<file path="config.mk">
export PLATFORM = sky130hd
export DESIGN_NAME = simon_block_core
export DESIGN_NICKNAME = d
export VERILOG_FILES = /design/src/rtl/simon_pkg.sv /design/src/rtl/simon_key_sched.sv /design/src/rtl/simon_block_core.sv
export SDC_FILE = /design/constraint.sdc
export NUM_CORES = 1
export LEC_CHECK = 0
export CAP_MARGIN = 15
export CORE_MARGIN = 3
export CORE_UTILIZATION = 56
export DETAILED_ROUTE_END_ITERATION = 6
export GPL_ROUTABILITY_DRIVEN = 0
export PLACE_DENSITY = 0.87
export SYNTH_ARGS = -nofsm -noshare
export SYNTH_HDL_FRONTEND = slang
export SYNTH_SLANG_ARGS = --single-unit
</file>
<file path="constraint.sdc">
create_clock -name clk -period 7.5 [get_ports clk]
set_input_delay 2.25 -clock clk [delete_from_list [all_inputs] [get_ports clk]]
set_output_delay 2.25 -clock clk [all_outputs]
set_load 0.1 [all_outputs]
</file>
<file path="src/rtl/simon_pkg.sv">
// Shared SIMON definitions: z sequences, FSM states, round constant, legality.
// Decrypt support in the cores is enabled with SIMON_DECRYPT_EN.
package simon_pkg;

    typedef enum logic [1:0] {IDLE, EXPAND, RUN, DONE} state_e;

    // Written in paper order: leftmost character is z[0].
    localparam logic [61:0] Z0 =
        62'b11111010001001010110000111001101111101000100101011000011100110;
    localparam logic [61:0] Z1 =
        62'b10001110111110010011000010110101000111011111001001100001011010;
    localparam logic [61:0] Z2 =
        62'b10101111011100000011010010011000101000010001111110010110110011;
    localparam logic [61:0] Z3 =
        62'b11011011101011000110010111100000010010001010011100110100001111;
    localparam logic [61:0] Z4 =
        62'b11010001111001101011011000100000010111000011001010010011101111;

    function automatic logic z_bit(input int j, input int idx);
        logic [61:0] s;
        logic [5:0]  b;
        case (j)
            0:       s = Z0;
            1:       s = Z1;
            2:       s = Z2;
            3:       s = Z3;
            default: s = Z4;
        endcase
        b = 6'(61 - idx);
        return s[b];
    endfunction

    function automatic logic [63:0] simon_c(input int w);
        return ({64{1'b1}} >> (64 - w)) & ~64'd3;
    endfunction

    function automatic bit simon_params_ok(input int w, input int m,
                                           input int t, input int j);
        return (w == 16 || w == 24 || w == 32 || w == 48 || w == 64) &&
               (m >= 2 && m <= 4) && (t > m) && (t <= 72) &&
               (j >= 0 && j <= 4);
    endfunction

endpackage

</file>
<file path="src/rtl/simon_key_sched.sv">
// SIMON key window with forward step and (SIMON_DECRYPT_EN) inverse step.
// Window position 0 holds the oldest round key, position m-1 the newest.
module simon_key_sched
    import simon_pkg::*;
#(
    parameter int WORD_W    = 16,
    parameter int KEY_WORDS = 4,
    parameter int Z_IDX     = 0
) (
    input  logic                          clk,
    input  logic                          rst_n,
    input  logic                          load_i,
    input  logic                          step_i,
    input  logic                          dir_i,
    input  logic [KEY_WORDS*WORD_W-1:0]   key_i,
    input  logic [6:0]                    r_i,
    output logic [WORD_W-1:0]             k_lo_o,
    output logic [WORD_W-1:0]             k_hi_o
);

    localparam logic [63:0]       C_FULL = simon_c(WORD_W);
    localparam logic [WORD_W-1:0] C      = C_FULL[WORD_W-1:0];

    logic [WORD_W-1:0] win_q [KEY_WORDS];
    logic [WORD_W-1:0] win_d [KEY_WORDS];
    logic [WORD_W-1:0] tap_f, tmp_f, k_new;
    logic              z_f;

    function automatic logic [WORD_W-1:0] rotr(input logic [WORD_W-1:0] v,
                                               input int s);
        return (v >> s) | (v << (WORD_W - s));
    endfunction

    if (KEY_WORDS == 4) begin : g_tap_f4
        assign tap_f = win_q[1];
    end else begin : g_tap_f
        assign tap_f = '0;
    end

    always_comb begin
        tmp_f = rotr(win_q[KEY_WORDS-1], 3) ^ tap_f;
        tmp_f = tmp_f ^ rotr(tmp_f, 1);
    end

    assign z_f   = z_bit(Z_IDX, int'(r_i) % 62);
    assign k_new = C ^ WORD_W'(z_f) ^ win_q[0] ^ tmp_f;

`ifdef SIMON_DECRYPT_EN
    logic [WORD_W-1:0] tap_i, tmp_i, k_old;
    logic              z_i;

    if (KEY_WORDS == 4) begin : g_tap_i4
        assign tap_i = win_q[0];
    end else begin : g_tap_i
        assign tap_i = '0;
    end

    always_comb begin
        tmp_i = rotr(win_q[KEY_WORDS-2], 3) ^ tap_i;
        tmp_i = tmp_i ^ rotr(tmp_i, 1);
    end

    // Recovers k[r-m]; garbage for r < m is shifted out before use.
    assign z_i   = z_bit(Z_IDX, (int'(r_i) + 62 - KEY_WORDS) % 62);
    assign k_old = win_q[KEY_WORDS-1] ^ C ^ WORD_W'(z_i) ^ tmp_i;
`else
    logic unused_dir;
    assign unused_dir = dir_i;
`endif

    always_comb begin
        win_d = win_q;
        if (load_i) begin
            for (int i = 0; i < KEY_WORDS; i++)
                win_d[i] = key_i[i*WORD_W +: WORD_W];
        end else if (step_i) begin
`ifdef SIMON_DECRYPT_EN
            if (dir_i) begin
                for (int i = 1; i < KEY_WORDS; i++)
                    win_d[i] = win_q[i-1];
                win_d[0] = k_old;
            end else
`endif
            begin
                for (int i = 0; i < KEY_WORDS - 1; i++)
                    win_d[i] = win_q[i+1];
                win_d[KEY_WORDS-1] = k_new;
            end
        end
    end

    always_ff @(posedge clk or negedge rst_n) begin
        if (!rst_n) begin
            for (int i = 0; i < KEY_WORDS; i++)
                win_q[i] <= '0;
        end else begin
            win_q <= win_d;
        end
    end

    assign k_lo_o = win_q[0];
    assign k_hi_o = win_q[KEY_WORDS-1];

endmodule

</file>
<file path="src/rtl/simon_block_core.sv">
// Iterative SIMON engine, one round per clock, valid/ready on both sides.
// Define SIMON_DECRYPT_EN to enable mode=1 decryption.
module simon_block_core
    import simon_pkg::*;
#(
    parameter int WORD_W    = 16,
    parameter int KEY_WORDS = 4,
    parameter int ROUNDS    = 32,
    parameter int Z_IDX     = 0
) (
    input  logic                          clk,
    input  logic                          rst_n,
    input  logic                          in_valid,
    output logic                          in_ready,
    input  logic                          mode,
    input  logic [KEY_WORDS*WORD_W-1:0]   key,
    input  logic [2*WORD_W-1:0]           blk_in,
    output logic                          out_valid,
    input  logic                          out_ready,
    output logic [2*WORD_W-1:0]           blk_out
);

    if (!simon_params_ok(WORD_W, KEY_WORDS, ROUNDS, Z_IDX)) begin : g_bad
        $error("simon_block_core: illegal parameter combination");
    end

    localparam logic [6:0] R_LAST = 7'(ROUNDS - 1);

    state_e            state_q, state_d;
    logic [6:0]        r_q, r_d;
    logic [WORD_W-1:0] x_q, x_d, y_q, y_d;
    logic [WORD_W-1:0] k_lo, k_hi;
    logic              load, step, dir;

    function automatic logic [WORD_W-1:0] rotl(input logic [WORD_W-1:0] v,
                                               input int s);
        return (v << s) | (v >> (WORD_W - s));
    endfunction

    function automatic logic [WORD_W-1:0] f(input logic [WORD_W-1:0] v);
        return (rotl(v, 1) & rotl(v, 8)) ^ rotl(v, 2);
    endfunction

`ifdef SIMON_DECRYPT_EN
    localparam logic [6:0] X_LAST = 7'(ROUNDS - KEY_WORDS - 1);
    logic dec_q, dec_d;

    assign dir = dec_q & (state_q == RUN);

    always_ff @(posedge clk or negedge rst_n) begin
        if (!rst_n) dec_q <= 1'b0;
        else        dec_q <= dec_d;
    end
`else
    logic unused_sink;
    assign dir         = 1'b0;
    assign unused_sink = ^{mode, k_hi};
`endif

    always_comb begin
        state_d = state_q;
        r_d     = r_q;
        x_d     = x_q;
        y_d     = y_q;
        load    = 1'b0;
        step    = 1'b0;
`ifdef SIMON_DECRYPT_EN
        dec_d   = dec_q;
`endif
        case (state_q)
            IDLE: begin
                if (in_valid) begin
                    load = 1'b1;
                    x_d  = blk_in[2*WORD_W-1:WORD_W];
                    y_d  = blk_in[WORD_W-1:0];
                    r_d  = '0;
`ifdef SIMON_DECRYPT_EN
                    dec_d   = mode;
                    state_d = mode ? EXPAND : RUN;
`else
                    state_d = RUN;
`endif
                end
            end
`ifdef SIMON_DECRYPT_EN
            EXPAND: begin
                step = 1'b1;
                if (r_q == X_LAST) begin
                    r_d     = R_LAST;
                    state_d = RUN;
                end else begin
                    r_d = r_q + 7'd1;
                end
            end
`endif
            RUN: begin
                step = 1'b1;
`ifdef SIMON_DECRYPT_EN
                if (dec_q) begin
                    x_d = y_q;
                    y_d = x_q ^ f(y_q) ^ k_hi;
                    if (r_q == '0) state_d = DONE;
                    else           r_d     = r_q - 7'd1;
                end else
`endif
                begin
                    x_d = y_q ^ f(x_q) ^ k_lo;
                    y_d = x_q;
                    r_d = r_q + 7'd1;
                    if (r_q == R_LAST) state_d = DONE;
                end
            end
            DONE: begin
                if (out_ready) state_d = IDLE;
            end
            default: state_d = IDLE;
        endcase
    end

    always_ff @(posedge clk or negedge rst_n) begin
        if (!rst_n) begin
            state_q <= IDLE;
            r_q     <= '0;
            x_q     <= '0;
            y_q     <= '0;
        end else begin
            state_q <= state_d;
            r_q     <= r_d;
            x_q     <= x_d;
            y_q     <= y_d;
        end
    end

    simon_key_sched #(
        .WORD_W    (WORD_W),
        .KEY_WORDS (KEY_WORDS),
        .Z_IDX     (Z_IDX)
    ) u_ks (
        .clk    (clk),
        .rst_n  (rst_n),
        .load_i (load),
        .step_i (step),
        .dir_i  (dir),
        .key_i  (key),
        .r_i    (r_q),
        .k_lo_o (k_lo),
        .k_hi_o (k_hi)
    );

    assign in_ready  = (state_q == IDLE);
    assign out_valid = (state_q == DONE);
    assign blk_out   = out_valid ? {x_q, y_q} : '0;

endmodule

</file>
**Run 1: signal wires on met3**

Bar = 20 um. Cells faint in the background.
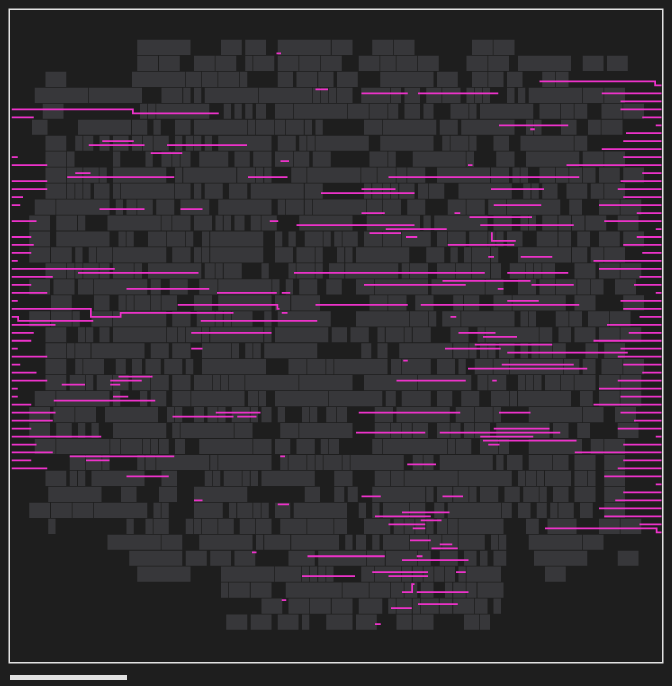
The wires run mostly horizontal. The longest straight run is 32.2 um.

**Run 1: metal layers overlaid**

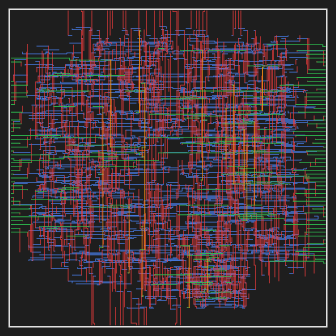
met1: marked blue, wire length 6800 um. met2: marked red, wire length 7840 um. met4: marked orange, wire length 441 um. met3: marked green, wire length 1540 um.

**Run 1: congestion heat map**

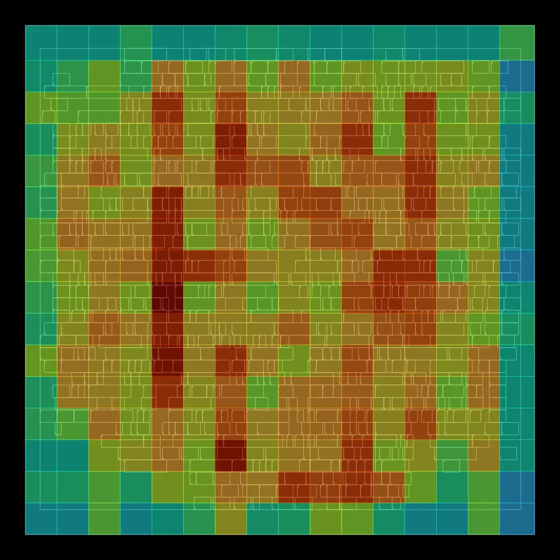
final core occ: 0.7342
wire length per cell: 17.76 um
most crowded layer after global routing: met2
met2 track demand over resource in global routing: 0.4235

**Run 1: routed clock nets over the placement**

Bar = 20 um.
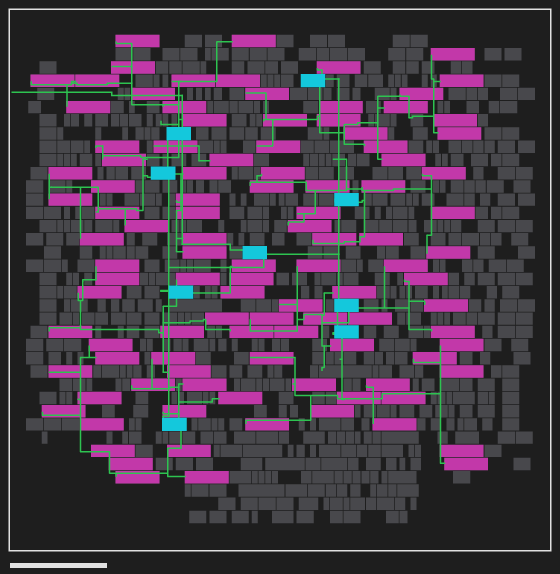
clock wires: marked green, length 1160 um. flip-flops: marked magenta, count 105. cells driving clock nets: marked cyan, count 9.
There are 10 routed clock nets.

==> run 1: power by group through the flow <==
stage               Sequential (mW)  Combinational (mW)  Clock, mW
finish                         1.30                2.17      0.379
global route                   1.34                2.44      0.405
CTS                            1.29                2.18      0.381
detailed placement             1.30                2.14          0
global placement               1.28                2.04          0
floorplan                      1.12                1.80          0
==> run 1: synth_stat cells, types with 2 or more instances <==
cell type	number	area share
sky130_fd_sc_hd__o31ai_1	4	0.0049
sky130_fd_sc_hd__o211ai_1	2	0.0024
sky130_fd_sc_hd__inv_1	9	0.0055
sky130_fd_sc_hd__nand2_1	168	0.10
sky130_fd_sc_hd__buf_1	5	0.0030
sky130_fd_sc_hd__mux2i_1	4	0.0065
sky130_fd_sc_hd__and2_1	5	0.0051
sky130_fd_sc_hd__a21oi_1	24	0.019
sky130_fd_sc_hd__dfrtp_1	105	0.42
sky130_fd_sc_hd__clkbuf_1	41	0.025
sky130_fd_sc_hd__a22oi_1	81	0.098
sky130_fd_sc_hd__xor2_1	19	0.027
sky130_fd_sc_hd__nand4_1	4	0.0040
sky130_fd_sc_hd__ha_1	13	0.026
sky130_fd_sc_hd__nor2_1	24	0.015
sky130_fd_sc_hd__xnor2_1	81	0.11
sky130_fd_sc_hd__and3_1	37	0.037
sky130_fd_sc_hd__nand3_1	6	0.0049
sky130_fd_sc_hd__o22ai_1	2	0.0020
sky130_fd_sc_hd__mux4_2	2	0.0073
sky130_fd_sc_hd__buf_4	2	0.0024
sky130_fd_sc_hd__o21ai_0	39	0.032
==> run 1: worst max-delay path, cell delays in order (launching register included) <==
cell	delay, ns
sky130_fd_sc_hd__dfrtp_1	0.93
sky130_fd_sc_hd__and3_1	0.27
sky130_fd_sc_hd__clkdlybuf4s50_1	1.15
==> run 1: kinds of logic after synthesis <==
family / synth area share
and+or+nand+nor: 0.1786
AOI/OAI and AO/OA: 0.1709
DFF: 0.4248
muxes: 0.01800
adders and majority gates: 0.02630
buffers and inverters: 0.03985
xor gates and xnor gates: 0.1416
==> run 1: per-layer routing <==
layer	wire length, um	track usage	vias up
met5	0	0	-
met4	441	0.09327	0
met3	1538	0.05240	37
met2	7836	0.4235	296
met1	6804	0.3722	2681
li1	-	-	2595
==> run 1: state kept, by name (all words and copies together), names as in the netlist <==
| signal | count |
|---|---|
| r_q | 7 |
| u_ks.k_hi_o | 16 |
| u_ks.k_lo_o | 16 |
| y_q | 16 |
| u_ks.tap_f | 16 |
| state_q | 2 |
| u_ks.win_q | 16 |
| x_q | 16 |
==> run 1: layout make-up <==
type | instances | area share
well taps | 136 | 0.02196
clock buffers | 11 | 0.01695
clock inverters | 5 | 0.01033
repair buffers | 138 | 0.1763
multi-input cells | 531 | 0.4299
inverters | 10 | 0.005489
flip-flops and latches | 105 | 0.3390
==> run 1: through the flow <==
step,area (um^2),setup slack [ns],hold WS (ns)
3_3_place_gp,7538,2.890,0.4581
5_1_grt,7750,2.382,0.5122
4_1_cts,7750,2.533,0.4844
3_5_place_dp,7538,2.896,0.4631
6_report,7750,2.528,0.4812
2_1_floorplan,6186,3.264,0.4469
==> out/qor.log, run 1 <==
qor: power.power.total 3.854 mW
qor: sta.finalWorstPathRequiredPeriod 4.972 ns
qor: sta.max_freq 0.2011 GHz
qor: global_routing.grt_max_degree 111
qor: worst_setup_path.worstReg2RegStart r_q[2]$_DFFE_PN0P_
qor: worst_setup_path.crit_path_start_kind flip-flop
qor: cts.cts_resized 0
qor: final_layout.flow.area_growth_from_synthesis 25.28%
qor: cts.cts_setup_buffers 0
qor: worst_setup_path.critical_path_peak_fanout 38
qor: hold_path.timing.hold.worst.start u_ks.win_q[19]$_DFFE_PN0P_
qor: power.relative_contribution_of_the_clock_network_to_total_power 0.098
qor: sta.slew-limit-headroom 0.2684
qor: status.run_status completed
qor: power.cellLeakagePower 3.346 nW
qor: logic_synthesis.postSynth.topFlopCell sky130_fd_sc_hd__dfrtp_1
qor: route.detail-route-antenna-nets 0
qor: power.ir_worst_vdd 0.2068 mV
qor: worst_setup_path.timing.rr.end u_ks.k_hi_o[0]$_DFFE_PN0P_
qor: cts.clock_insertion_delay_worst_skew 0.36 ns
qor: route.wl 16.62 mm
qor: power.switchingPower 1.710 mW
qor: worst_setup_path.setup.worst_path.end_class output pin
qor: final_layout.finish.net_count 909
qor: placed_design.place.port_buffers 133
qor: sta.slew_violations 0
qor: logic_synthesis.synthesized_area_per_cell 8.888 um^2
qor: die.fp-row-count 37
qor: cts.tritoncts.num_buffers 9
qor: die.die_width 111.1 um
qor: hold_path.min_delay_worst_endpoint u_ks.win_q[19]$_DFFE_PN0P_
qor: die.boundaryPins 135
qor: power.pwr-share-comb 0.564
qor: sta.grt_setup_unrepaired no
qor: worst_setup_path.critical_path_class flip-flop to output pin
qor: placed_design.dp_hpwl 11.55 mm
qor: route.firstDrtPassIters 6
qor: route.avgViaCountPerCell 5.993
qor: power.power.switching_fraction 0.4437
qor: logic_synthesis.yosysWarnings 0
qor: cts.tritoncts_num_sinks 105
qor: global_routing.grt_antenna_before_repair 0
**Run 1: met2 routing**

Cells faint in the background.
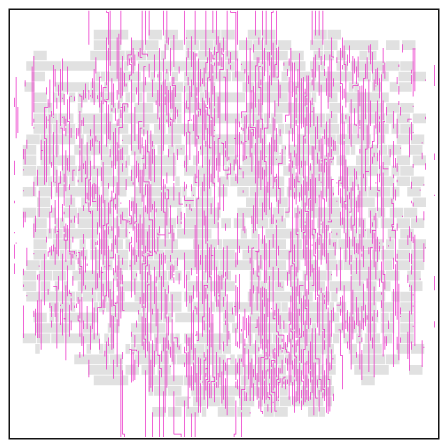

--- run 2 (diff from run 1) ---
--- a/config.mk
+++ b/config.mk
@@ -7,10 +7,10 @@
 export LEC_CHECK = 0
 export CAP_MARGIN = 15
 export CORE_MARGIN = 3
-export CORE_UTILIZATION = 56
+export CORE_UTILIZATION = 52
 export DETAILED_ROUTE_END_ITERATION = 6
 export GPL_ROUTABILITY_DRIVEN = 0
-export PLACE_DENSITY = 0.87
+export PLACE_DENSITY = 0.82
 export SYNTH_ARGS = -nofsm -noshare
 export SYNTH_HDL_FRONTEND = slang
 export SYNTH_SLANG_ARGS = --single-unit
==> constraint.sdc (replaced) <==
create_clock -name clk -period 4.65 [get_ports clk]
set_input_delay 1.395 -clock clk [delete_from_list [all_inputs] [get_ports clk]]
set_output_delay 1.395 -clock clk [all_outputs]
set_load 0.1 [all_outputs]
**Run 2: met2 routing**

Cells faint in the background.
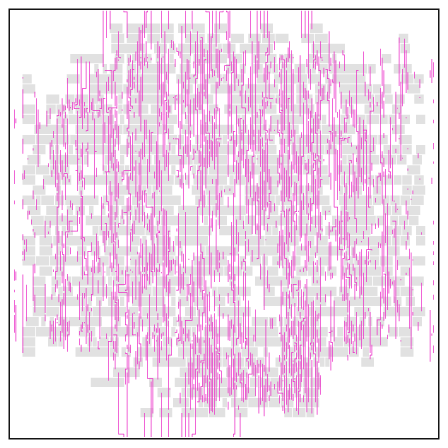
The layer carries 7700 um of wire. The longest straight run is 49.6 um. The layer holds 46% of the routed length.

==> run 2 against run 1 <==
Against the previous run: synthesized cell count unchanged; total power up 66%; die size up 7.3%; final area up 0.36%; global-route usage down 1.4 points; critical path type is now flip-flop to flip-flop.
==> out/qor.log, run 2 <==
qor: cts.tritoncts_num_sinks 105 [unchanged]
qor: logic_synthesis.synthesized_area_per_cell 8.888 um^2 [unchanged]
qor: logic_synthesis.yosysWarnings 0 [unchanged]
qor: final_layout.flow.area_growth_from_synthesis 25.73%
qor: placed_design.dp_hpwl 11.86 mm [+2.7%]
qor: die.die_width 115.1 um [+3.6%]
qor: route.dr_wl_met3 1.297 mm [-16%]
qor: cts.cts_setup_buffers 0 [unchanged]
qor: logic_synthesis.yosys.cell_count.top_type sky130_fd_sc_hd__nand2_1
qor: worst_setup_path.setup.worst_path.end_class flip-flop
qor: die.fp-row-count 39 [+5.4%]
qor: logic_synthesis.netlist_top_cells_count sky130_fd_sc_hd__nand2_1, sky130_fd_sc_hd__dfrtp_1, sky130_fd_sc_hd__a22oi_1, sky130_fd_sc_hd__xnor2_1, sky130_fd_sc_hd__clkbuf_1
qor: worst_setup_path.timing.rr.end u_ks.k_hi_o[0]$_DFFE_PN0P_
qor: logic_synthesis.synth.area.top_cells sky130_fd_sc_hd__dfrtp_1, sky130_fd_sc_hd__xnor2_1, sky130_fd_sc_hd__nand2_1
qor: cts.cts_resized 0 [unchanged]
qor: final_layout.finish.net_count 911 [+0.22%]
qor: logic_synthesis.postSynth.topFlopCell sky130_fd_sc_hd__dfrtp_1
qor: worst_setup_path.critical_path_peak_fanout 11 [-71%]
qor: status.run_status completed
qor: route.wl 16.75 mm [+0.79%]
qor: cts.clock_insertion_delay_worst_skew 0.34 ns [-0.02 ns]
qor: worst_setup_path.worstReg2RegStart r_q[2]$_DFFE_PN0P_
qor: route.wl_per_cell 17.73 um [-0.17%]
qor: route.met2_wirelength 7.699 mm [-1.7%]
qor: worst_setup_path.critical_path_class flip-flop to flip-flop
qor: global_routing.grt_max_degree 111 [unchanged]
qor: sta.finalWorstPathRequiredPeriod 4.201 ns
==> run 2: cell count changes in the layout (fill, tap and decap cells not counted), sizes merged <==
cell,before,now
buf,6,41
bufinv,2,1
clkinv,2,3
clkdlybuf4s50,132,99
==> run 2: critical path, stage by stage, from the launching register on <==
cell                       delay [ns]
sky130_fd_sc_hd__dfrtp_1         0.56
sky130_fd_sc_hd__nand4_4         0.22
sky130_fd_sc_hd__clkinv_4        0.12
sky130_fd_sc_hd__ha_1            0.25
sky130_fd_sc_hd__nor3_1          0.39
sky130_fd_sc_hd__xnor2_1         0.11
sky130_fd_sc_hd__a21oi_1         0.45
sky130_fd_sc_hd__ha_1            0.30
sky130_fd_sc_hd__a221oi_2        0.06
sky130_fd_sc_hd__nor3_2          0.31
sky130_fd_sc_hd__mux4_2          0.55
sky130_fd_sc_hd__mux4_2          0.48
sky130_fd_sc_hd__xnor2_1         0.18
sky130_fd_sc_hd__o21ai_1         0.07
==> run 2: power by group <==
| group | total [mW] | internal (mW) | switching (mW) | leakage (nW) |
|---|---|---|---|---|
| Sequential | 2.11 | 1.44 | 0.670 | 1.23 |
| Clock | 0.761 | 0.431 | 0.330 | 0.142 |
| Combinational | 3.52 | 1.72 | 1.80 | 2.09 |
==> run 2: worst max-delay path by stage <==
stage,from,endpoint,slack (ns)
floorplan,r_q[4]$_DFFE_PN0P_,u_ks.k_hi_o[0]$_DFFE_PN0P_,0.96
global placement,r_q[2]$_DFFE_PN0P_,u_ks.k_hi_o[0]$_DFFE_PN0P_,0.69
detailed placement,r_q[2]$_DFFE_PN0P_,u_ks.k_hi_o[0]$_DFFE_PN0P_,0.47
CTS,r_q[2]$_DFFE_PN0P_,u_ks.k_hi_o[0]$_DFFE_PN0P_,0.45
global route,r_q[2]$_DFFE_PN0P_,u_ks.k_hi_o[0]$_DFFE_PN0P_,0.19
finish,r_q[2]$_DFFE_PN0P_,u_ks.k_hi_o[0]$_DFFE_PN0P_,0.45
==> run 2: through the flow <==
step | setup slack (ns) | util | total power, mW | hold slack [ns]
after floorplan | 0.9631 | - | 4.711 | 0.4469
after global placement | 0.6933 | 0.6495 | 5.367 | 0.4577
after detailed placement | 0.4739 | 0.6495 | 5.549 | 0.4636
after CTS | 0.4547 | 0.6754 | 6.369 | 0.4795
after global routing | 0.1860 | 0.6754 | 6.856 | 0.4947
final | 0.4489 | 0.6754 | 6.382 | 0.4792
==> run 2: final cells by class <==
| type | count | area, um^2 |
|---|---|---|
| fill | 909 | 3739 |
| multi-input combinational | 531 | 3332 |
| sequential | 105 | 2628 |
| timing repair buffer | 140 | 1299 |
| clock buffer | 11 | 242.7 |
| tap | 143 | 178.9 |
| clock inverter | 5 | 55.05 |
| inverter | 10 | 42.54 |
==> run 2: metal layers <==
metal | GRT usage | up-vias
met1 | 0.3712 | 2694
met3 | 0.02842 | 30
met2 | 0.3981 | 253
met4 | 0.08294 | 0
met5 | 0 | -
li1 | - | 2595
==> run 2: cells by family after synthesis <==
kind of cell,share of synthesized area
muxes,0.01800
adders and majority gates,0.02630
and+or+nand+nor,0.1786
xor gates and xnor gates,0.1416
DFF,0.4248
AOI/OAI and AO/OA,0.1709
buffers and inverters,0.03985
Power is estimated from default activity; no workload was simulated.
